--- src/rtl/intl_writeback_if.sv ---
`default_nettype none
//==============================================================================
// Module   : intl_writeback_if
// Desc     : Logic-unit result capture and register-file write-port bundle.
// Revision : 1.0 - initial release
//==============================================================================
interface intl_writeback_if #(
  parameter int Q     = 64,
  parameter int RA    = 5,
  parameter int DEPTH = 4,
  parameter int CW    = 8
);
  logic                     iValid;
  logic [Q-1:0]             iData;
  logic                     iCond;
  logic [RA-1:0]            iDest;
  logic                     oReady;
  logic                     wr_req;
  logic [RA-1:0]            wr_addr;
  logic [Q-1:0]             wr_data;
  logic                     wr_gnt;
  logic [$clog2(DEPTH):0]   oCount;
  logic [CW-1:0]            oSquash;
  logic                     oOvf;

  // Upstream producer, write-port arbiter and status observer side
  modport master (
    output iValid, iData, iCond, iDest, wr_gnt,
    input  oReady, wr_req, wr_addr, wr_data, oCount, oSquash, oOvf
  );

  modport slave (
    input  iValid, iData, iCond, iDest, wr_gnt,
    output oReady, wr_req, wr_addr, wr_data, oCount, oSquash, oOvf
  );
endinterface
`default_nettype wire

--- src/rtl/intl_writeback.sv ---
`default_nettype none
//==============================================================================
// Module   : intl_writeback
// Desc     : Squashes dead logic-unit results, buffers the rest in order and
//            drains them to the shared register-file write port.
// Revision : 1.0 - initial release
//==============================================================================
module intl_writeback #(
  parameter int Q     = 64,
  parameter int RA    = 5,
  parameter int DEPTH = 4,
  parameter int CW    = 8
) (
  input  wire logic        clk,
  input  wire logic        reset,
  intl_writeback_if.slave  bus
);
  localparam int            c_AW       = $clog2(DEPTH);
  localparam logic [c_AW:0] c_FULL     = (c_AW + 1)'(DEPTH);
  localparam logic [RA-1:0] c_ZERO_REG = RA'(31);

  logic [RA+Q-1:0] r_mem [DEPTH];
  logic [c_AW-1:0] r_wrPtr;
  logic [c_AW-1:0] r_rdPtr;
  logic [c_AW:0]   r_count;
  logic [CW-1:0]   r_squash;
  logic            r_ovf;

  logic            w_ready;
  logic            w_isZeroReg;
  logic            w_accept;
  logic            w_squash;
  logic            w_req;
  logic            w_pop;
  logic [RA+Q-1:0] w_head;

  // Readiness is occupancy-only so the upstream never sees a same-cycle pop
  assign w_ready     = (r_count != c_FULL);
  assign w_isZeroReg = (bus.iDest == c_ZERO_REG);
  assign w_accept    = bus.iValid & w_ready & bus.iCond & ~w_isZeroReg;
  assign w_squash    = bus.iValid & w_ready & (~bus.iCond | w_isZeroReg);
  assign w_req       = (r_count != '0);
  assign w_pop       = w_req & bus.wr_gnt;
  assign w_head      = w_req ? r_mem[r_rdPtr] : '0;

  always_ff @(posedge clk) begin
    if (w_accept) begin
      r_mem[r_wrPtr] <= {bus.iDest, bus.iData};
    end
  end

  always_ff @(posedge clk or posedge reset) begin
    if (reset) begin
      r_wrPtr  <= '0;
      r_rdPtr  <= '0;
      r_count  <= '0;
      r_squash <= '0;
      r_ovf    <= 1'b0;
    end else begin
      if (w_accept) begin
        r_wrPtr <= r_wrPtr + c_AW'(1);
      end
      if (w_pop) begin
        r_rdPtr <= r_rdPtr + c_AW'(1);
      end
      case ({w_accept, w_pop})
        2'b10:   r_count <= r_count + (c_AW + 1)'(1);
        2'b01:   r_count <= r_count - (c_AW + 1)'(1);
        default: r_count <= r_count;
      endcase
      if (w_squash && (r_squash != '1)) begin
        r_squash <= r_squash + CW'(1);
      end
      if (bus.iValid && !w_ready) begin
        r_ovf <= 1'b1;
      end
    end
  end

  assign bus.oReady  = w_ready;
  assign bus.wr_req  = w_req;
  assign bus.wr_addr = w_head[RA+Q-1:Q];
  assign bus.wr_data = w_head[Q-1:0];
  assign bus.oCount  = r_count;
  assign bus.oSquash = r_squash;
  assign bus.oOvf    = r_ovf;
endmodule
`default_nettype wire

--- src/flat_wrapper.sv ---
// flat-port wrapper written by rule: the top's interface ports become plain ports
module intl_writeback_flat 
#(
  parameter int Q     = 64,
  parameter int RA    = 5,
  parameter int DEPTH = 4,
  parameter int CW    = 8
)
  (clk, reset, bus_iValid, bus_iData, bus_iCond, bus_iDest, bus_wr_gnt, bus_oReady, bus_wr_req, bus_wr_addr, bus_wr_data, bus_oCount, bus_oSquash, bus_oOvf);
  intl_writeback_if #(.Q(Q), .RA(RA), .DEPTH(DEPTH), .CW(CW)) bus_i ();
  input  wire logic clk;
  input  wire logic reset;
  input wire logic [$bits(bus_i.iValid)-1:0] bus_iValid;
  input wire logic [$bits(bus_i.iData)-1:0] bus_iData;
  input wire logic [$bits(bus_i.iCond)-1:0] bus_iCond;
  input wire logic [$bits(bus_i.iDest)-1:0] bus_iDest;
  input wire logic [$bits(bus_i.wr_gnt)-1:0] bus_wr_gnt;
  output wire logic [$bits(bus_i.oReady)-1:0] bus_oReady;
  output wire logic [$bits(bus_i.wr_req)-1:0] bus_wr_req;
  output wire logic [$bits(bus_i.wr_addr)-1:0] bus_wr_addr;
  output wire logic [$bits(bus_i.wr_data)-1:0] bus_wr_data;
  output wire logic [$bits(bus_i.oCount)-1:0] bus_oCount;
  output wire logic [$bits(bus_i.oSquash)-1:0] bus_oSquash;
  output wire logic [$bits(bus_i.oOvf)-1:0] bus_oOvf;
  assign bus_i.iValid = bus_iValid;
  assign bus_i.iData = bus_iData;
  assign bus_i.iCond = bus_iCond;
  assign bus_i.iDest = bus_iDest;
  assign bus_i.wr_gnt = bus_wr_gnt;
  assign bus_oReady = bus_i.oReady;
  assign bus_wr_req = bus_i.wr_req;
  assign bus_wr_addr = bus_i.wr_addr;
  assign bus_wr_data = bus_i.wr_data;
  assign bus_oCount = bus_i.oCount;
  assign bus_oSquash = bus_i.oSquash;
  assign bus_oOvf = bus_i.oOvf;
  intl_writeback #(.Q(Q), .RA(RA), .DEPTH(DEPTH), .CW(CW)) u_core (.clk(clk), .reset(reset), .bus(bus_i));
endmodule
--- config.mk ---
export PLATFORM = sky130hd
export DESIGN_NAME = intl_writeback_flat
export DESIGN_NICKNAME = d
export VERILOG_FILES = /design/src/rtl/intl_writeback_if.sv /design/src/rtl/intl_writeback.sv /design/src/flat_wrapper.sv
export SDC_FILE = /design/constraint.sdc
export NUM_CORES = 1
export LEC_CHECK = 0
export ABC_CLOCK_PERIOD_IN_PS = 2940
export CAP_MARGIN = 5
export CORE_AREA = 2 2 205 146
export DETAILED_ROUTE_END_ITERATION = 8
export DIE_AREA = 0 0 207 148
export PLACE_DENSITY = 0.68
export SYNTH_ARGS = -nofsm -noshare
export SYNTH_HDL_FRONTEND = slang
export SYNTH_SLANG_ARGS = --single-unit
--- constraint.sdc ---
create_clock -name clk -period 2.94 [get_ports clk]
set_input_delay 0.441 -clock clk [delete_from_list [all_inputs] [get_ports clk]]
set_output_delay 0.441 -clock clk [all_outputs]
set_load 0.005 [all_outputs]
==> Slide: Implementation Results, run 1 <==
Synthesis and Place & Route Summary

Yosys
  – Floorplan Nets: 604
  – Xor+xnor area frac: 0.00695
  – Synth Seq Share: 0.766
  – Ys cells: 523
  – Cell area after synthesis: 0.0113 mm²
  – Adder-cell share of the synthesized area: 0.00838
  – Ys Warns: 0
  – Mux area share: 0.144
  – Aoi share: 0.00364
  – Async set-reset flop share out of synthesis: 0.0548
  – Syn Inst Count: 523

Global routing
  – Pin count of the biggest net entering global routing: 45
  – M3 GR Usage: 0.0353
  – Vias in the first global route: 6169
  – First-pass GRT wire length: 35600 µm

Outcome
  – Status: completed

Pwr
  – Total power divided by cell area: 945 mW/mm²
  – Total chip power: 0.0138 W
  – Max VDD drop: 0.516 mV

Finish
  – Logic share of the area: 0.171
  – Fillers: 2304
  – Inverter count: 7
  – Nets: 795
  – Data buffer area share: 0.139
  – Clock-cell share of area: 0.0608
  – Area-dominant cell class after layout: sequential cells
  – MI comb cells: 199
  – Layout cells sized above 1: 0.212
  – Most frequent logic cell in the layout: edfxtp_1
  – Bufs w/o clock: 186
  – Comb. cell area: 0.00250 mm²
  – FFs & Latches: 292

Die
  – Tap cells: 378
  – Die area: 0.0306 mm²
  – Pre-placement core utilization: 0.396
  – I/O Pins: 157
  – Core box area: 0.0286 mm²
  – Rows: 52
  – Die width: 207 µm

Final timing
  – Slew Viols, Final: 0
  – Setup_tns: 0 ns
  – Final min period: 2.86 ns
  – Clock Skew: 0.0124 ns
  – Max Fclk: 350 MHz
  – Post-layout period usage: 0.972

Worst setup path
  – Crit-path max FO: 8
  – Worst EP arrival: 2.42 ns
  – Crit path kind: reg2out
  – Reg2reg setup slack: 0.71 ns
  – Critical path startpoint category: flip-flop

Drt
  – Drt initial violations: 360
  – DR WL met2: 11400 µm
  – Top Metal Used: met4
  – DRT antenna net count: 0
  – Vias per std cell: 5.06
  – Routed WL per cell: 21.0 µm

Clocking
  – Htree depth: 1
  – Clock Sinks: 292
  – Clk_lat worst skew: 0.54 ns
  – CTS Buf Count: 28
  – CTS tree: done
  – Clk pin slew, worst setup/hold paths: 0.07 ns

Worst hold path
  – Hold Path Class: in2async

Placement
  – Placed Instances: 1047
  – Final Wtd Congestion: 0.717
  – DP Worst Slack: 0.157 ns

Flow run
  – Tool warnings: 30
-- run 1: path summary, 6_finish.rpt --
kind	from	end	depth (start not counted)
max reg2reg	u_core.bus.oCount[0]	u_core.bus.oCount[2]	10
min reg2reg	u_core.bus.oOvf	u_core.bus.oOvf	1
min in group clk	u_core.bus.oOvf	u_core.bus.oOvf	1
min	reset	u_core.r_rdPtr[0]	2
max in group asynchronous	reset	u_core.r_rdPtr[1]	2
max	u_core.r_rdPtr[0]	bus_wr_data[16]	5
-- run 1: Yosys cell counts (all sizes together) (2+ instances only) --
cell	count
and2	71
and3	4
buf	11
clkbuf	14
dfrtp	16
edfxtp	276
ha	6
inv	7
mux2	6
mux4	69
nand2	7
nand2b	2
nand3	5
nor2	4
nor4	3
o21ai	2
xnor2	4
xor2	5
-- run 1: worst max-delay path: stages (launching register included) --
cell and delay (ns):
dfrtp_4 0.51, buf_12 0.15, clkbuf_16 0.17, mux4_2 0.41, and2_1 0.18, clkdlybuf4s50_1 0.45
-- run 1: registers in the layout, indices dropped and copies added, names as in the netlist --
register and cells:
u_core.r_rdPtr 2, u_core.bus.oOvf 1, u_core.bus.oCount 3, u_core.r_mem 276
u_core.r_wrPtr 2, u_core.bus.oSquash 8
-- run 1: timing repair --
action | in CTS | in global routing
endpoints found under the setup margin | 61 | 54
hold buffers | 0 | 0
cloned | 1 | 4
buffers inserted | 2 | 8
resized | 17 | 20
-- run 1: power breakdown --
group | switching [W] | leakage, nW | internal [W]
registers | 0.000185 | 2.69 | 0.00508
logic | 0.00202 | 1.80 | 0.00306
clock network | 0.00144 | 0.423 | 0.00202
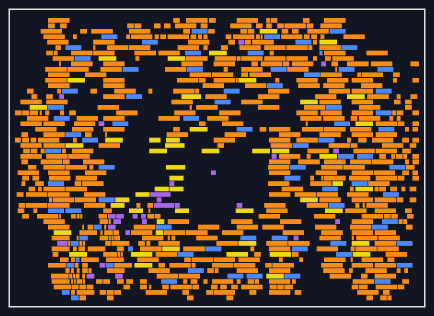
*Drive-strength map, run 1*
Drawn at 2 px/µm.
yellow -> drive 6 and up  # cells 50, share 6.8%, most used clkbuf_16
purple -> drive 3 to 4  # cells 27, share 3.7%, most used buf_4
orange -> drive 1 or less  # cells 579, share 79%, most used edfxtp_1
blue -> drive 2  # cells 79, share 11%, most used mux4_2
fin area: 0.0146 mm²
setup ws final: 0.0816 ns

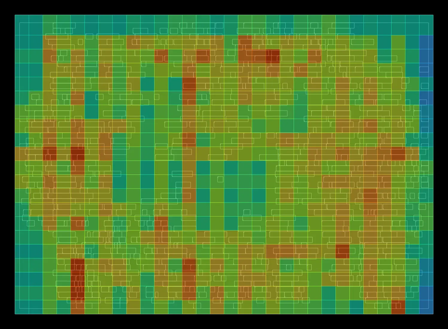
*Congestion heat map, run 1*
global-route met1 utilization: 0.202
met2 usage: 0.255
GRT Total Usage: 0.150

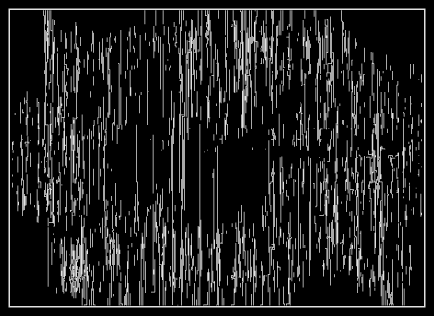
*Signal wires on met2, run 1*
Drawn at 2 px/µm.
longest straight run = 90.6 µm
nets with wire on the layer = 731
wire length on this layer = 11400 µm
share of all routed wire = 49%
final wirelength: 23400 µm
DR vias: 5637

==> run 2: changes to the inputs <==
Settings changed: CAP_MARGIN 5 to 20, CORE_AREA 2 2 205 146 to 2 2 236 168, DIE_AREA 0 0 207 148 to 0 0 238 170, PLACE_DENSITY 0.68 to 0.56.
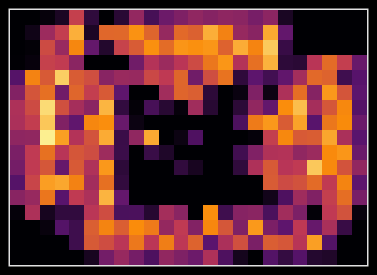
*Cell area per tile, run 2*
Drawn at 1.5 px/µm. 24 x 17 tiles, from black (low) to pale yellow (high), 0 to 100% covered.
nearly empty tiles = 23%
tiles over 75% full = 9.1%
emptiest ninth of the die = center
fullest tile = 97%
mean over tiles = 35%
pre-placement core utilization: 0.297
core box area: 0.0381 mm²
fin util: 0.389

==> run 2 against run 1 <==
  * First-iteration DRC count shrank 18%
  * Critical path depth shrank 1
  * Combinational power shrank 5.7%
  * Flip-flop count is the same
  * Via count grew 0.66%
  * Clock power grew 5%
  * Largest cell class unchanged
  * Global-route usage shrank 2.8 points
  * Wire length grew 4.5%
  * Die size grew 32%
  * Area after synthesis is the same
  * Register-to-register slack lost 0.02 ns
  * Worst setup slack gained 0.016 ns
==> Slide: Implementation Results, run 2 <==
Synthesis and Place & Route Summary

Outcome
  – Status: completed

Worst setup path
  – Worst EP arrival: 2.40 ns (-0.02 ns)
  – R2r worst-path depth: 10 (unchanged)
  – Reg2reg setup slack: 0.69 ns (-0.02 ns)
  – Worst r2r src: u_core.bus.oCount[0]
  – Crit path kind: reg2out
  – Reg-to-Reg End: u_core.bus.oCount[2]
  – Critical path startpoint category: flip-flop
  – Crit-path max FO: 10 (+2)
  – CP endpoint: bus_wr_data[60]
  – Crit path from: u_core.r_rdPtr[0]

Final timing
  – Slew of the pin with the lowest slew margin: 0.620 ns
  – Final min period: 2.84 ns (-0.0155 ns)
  – Slew Viols, Final: 0 (unchanged)
  – Max Fclk: 352 MHz (+0.55%)
  – Clock Skew: 0.0251 ns (+0.0127 ns)
  – Post-layout period usage: 0.967 (-0.00527)
  – Fin. Hold Viols: 0

Finish
  – Most frequent logic cell in the layout: edfxtp_1
  – Bufs w/o clock: 199 (+7.0%)
  – # diodes: 1
  – Inverter count: 7 (unchanged)
  – Largest register by flop count: u_core.r_mem
  – FFs & Latches: 292 (unchanged)
  – Flop area: 0.00870 mm²
  – Data buffer area share: 0.138 (-0.000944)
  – Area-dominant cell class after layout: sequential cells
  – Comb. cell area: 0.00251 mm² (+0.35%)
  – Logic share of the area: 0.169 (-0.00192)
  – Fillers: 3493 (+52%)
  – Nets: 810 (+1.9%)
  – Max reg flops: 276 (unchanged)
  – MI comb cells: 199 (unchanged)

Die
  – I/O Pins: 157 (unchanged)
  – Die width: 238 µm (+15%)
  – Die height: 170 µm
  – Rows: 60 (+15%)
  – Tap cells: 496 (+31%)

Clocking
  – Root Buffer: clkbuf_16
  – Clk pin slew, worst setup/hold paths: 0.07 ns (about the same)
  – Htree depth: 1 (unchanged)
  – CTS tree: done
  – CTS Buf Count: 30 (+7.1%)
  – Clk_lat worst skew: 0.57 ns (+0.03 ns)
  – Clock Sinks: 292 (unchanged)

Worst hold path
  – Hold Path Class: in2async

Yosys
  – Ys Warns: 0 (unchanged)
  – Yosys top cell by instances: edfxtp_1
  – Ys cells: 523 (unchanged)
  – Async set-reset flop share out of synthesis: 0.0548 (unchanged)
  – Post-synth area hogs: edfxtp_1, mux4_2, and2_1, dfrtp_1, buf_6
  – Floorplan Nets: 604 (unchanged)
  – Synth top cells by count: edfxtp_1, and2_1, mux4_2, dfrtp_1, clkbuf_1
  – Syn Inst Count: 523 (unchanged)
  – Cell area after synthesis: 0.0113 mm² (unchanged)
  – Synth Seq Share: 0.766 (unchanged)

Global routing
  – First-pass GRT wire length: 37400 µm (+5.0%)
  – Vias in the first global route: 6072 (-1.6%)
  – GRT Total Usage: 0.122 (-0.0281)
  – Pin count of the biggest net entering global routing: 62 (+38%)

Pwr
  – Total chip power: 0.0137 W (-0.69%)
  – Total power divided by cell area: 925 mW/mm² (-2.1%)
  – Max VDD drop: 0.489 mV (-5.3%)

Drt
  – Vias per std cell: 4.55 (-10%)
  – Drt initial violations: 296 (-18%)
  – Routed WL per cell: 19.6 µm (-6.7%)

Placement
  – Final Wtd Congestion: 0.694 (-3.2%)

Flow run
  – Tool warnings: 31 (+3.3%)
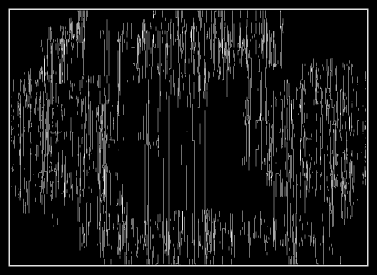
*Signal wires on met2, run 2*
Drawn at 1.5 px/µm.
longest straight run = 123 µm
main direction = vertical
share of all routed wire = 45%
nets with wire on the layer = 733
final wirelength: 24400 µm
DR vias: 5674

## run 2: cell counts after synthesis
No cell type changed its count.
## run 2: per-stage QoR
| step | setup slack, ns | area (µm²) | instances | TNS, ns | hold slack, ns |
|---|---|---|---|---|---|
| 6_report | 0.0971 | 14800 | 1247 | 0 | 0.251 |
| 5_1_grt | -0.0114 | 14800 | 1246 | -0.0122 | 0.305 |
| 4_1_cts | -0.0671 | 14700 | 1230 | -0.600 | 0.249 |
| 3_5_place_dp | 0.116 | 13700 | 1172 | 0 | 0.460 |
| 3_3_place_gp | 0.189 | 13700 | 1172 | 0 | 0.453 |
| 2_1_floorplan | 0.752 | 11300 | 523 | 0 | 0.355 |
## run 2: cells by family after synthesis
kind of cell,after synthesis,share of synthesized area
buffers and inverters,32,0.0157
and+or+nand+nor,102,0.0552
muxes,76,0.144
adders and majority gates,7,0.00838
AOI/OAI and AO/OA,5,0.00364
xor gates and xnor gates,9,0.00695
DFF,292,0.766
## run 2: repair_timing
item / in CTS / in global routing
cloned: 0 / 0
hold buffers: 0 / 0
endpoints found under the setup margin: 69 / 13
gates resized: 55 / 10
buffers inserted: 5 / 16
## run 2: per-layer routing
metal / routed length, µm / share of wire / vias up / track usage
met1: 11400 / 0.47 / 2959 / 0.173
met2: 11100 / 0.45 / 153 / 0.188
met5: 13 / 0.00053 / - / 0
met4: 433 / 0.018 / 2 / 0.0274
met3: 1460 / 0.060 / 37 / 0.0339
li1: - / - / 2523 / -
## run 2: power breakdown
part	leakage (nW)	switching, W	internal, W
registers	2.69	0.000222	0.00508
logic	1.87	0.00196	0.00283
clock network	0.456	0.00154	0.00209
total	5.02	0.00372	0.0100
## run 2: worst max-delay path: stages (launching register included)
cell and delay (ns):
dfrtp_4 0.48, buf_6 0.20, mux4_2 0.53, and2_1 0.17, clkdlybuf4s50_1 0.45
No activity file was given, so power comes from the tool's default toggle rates.
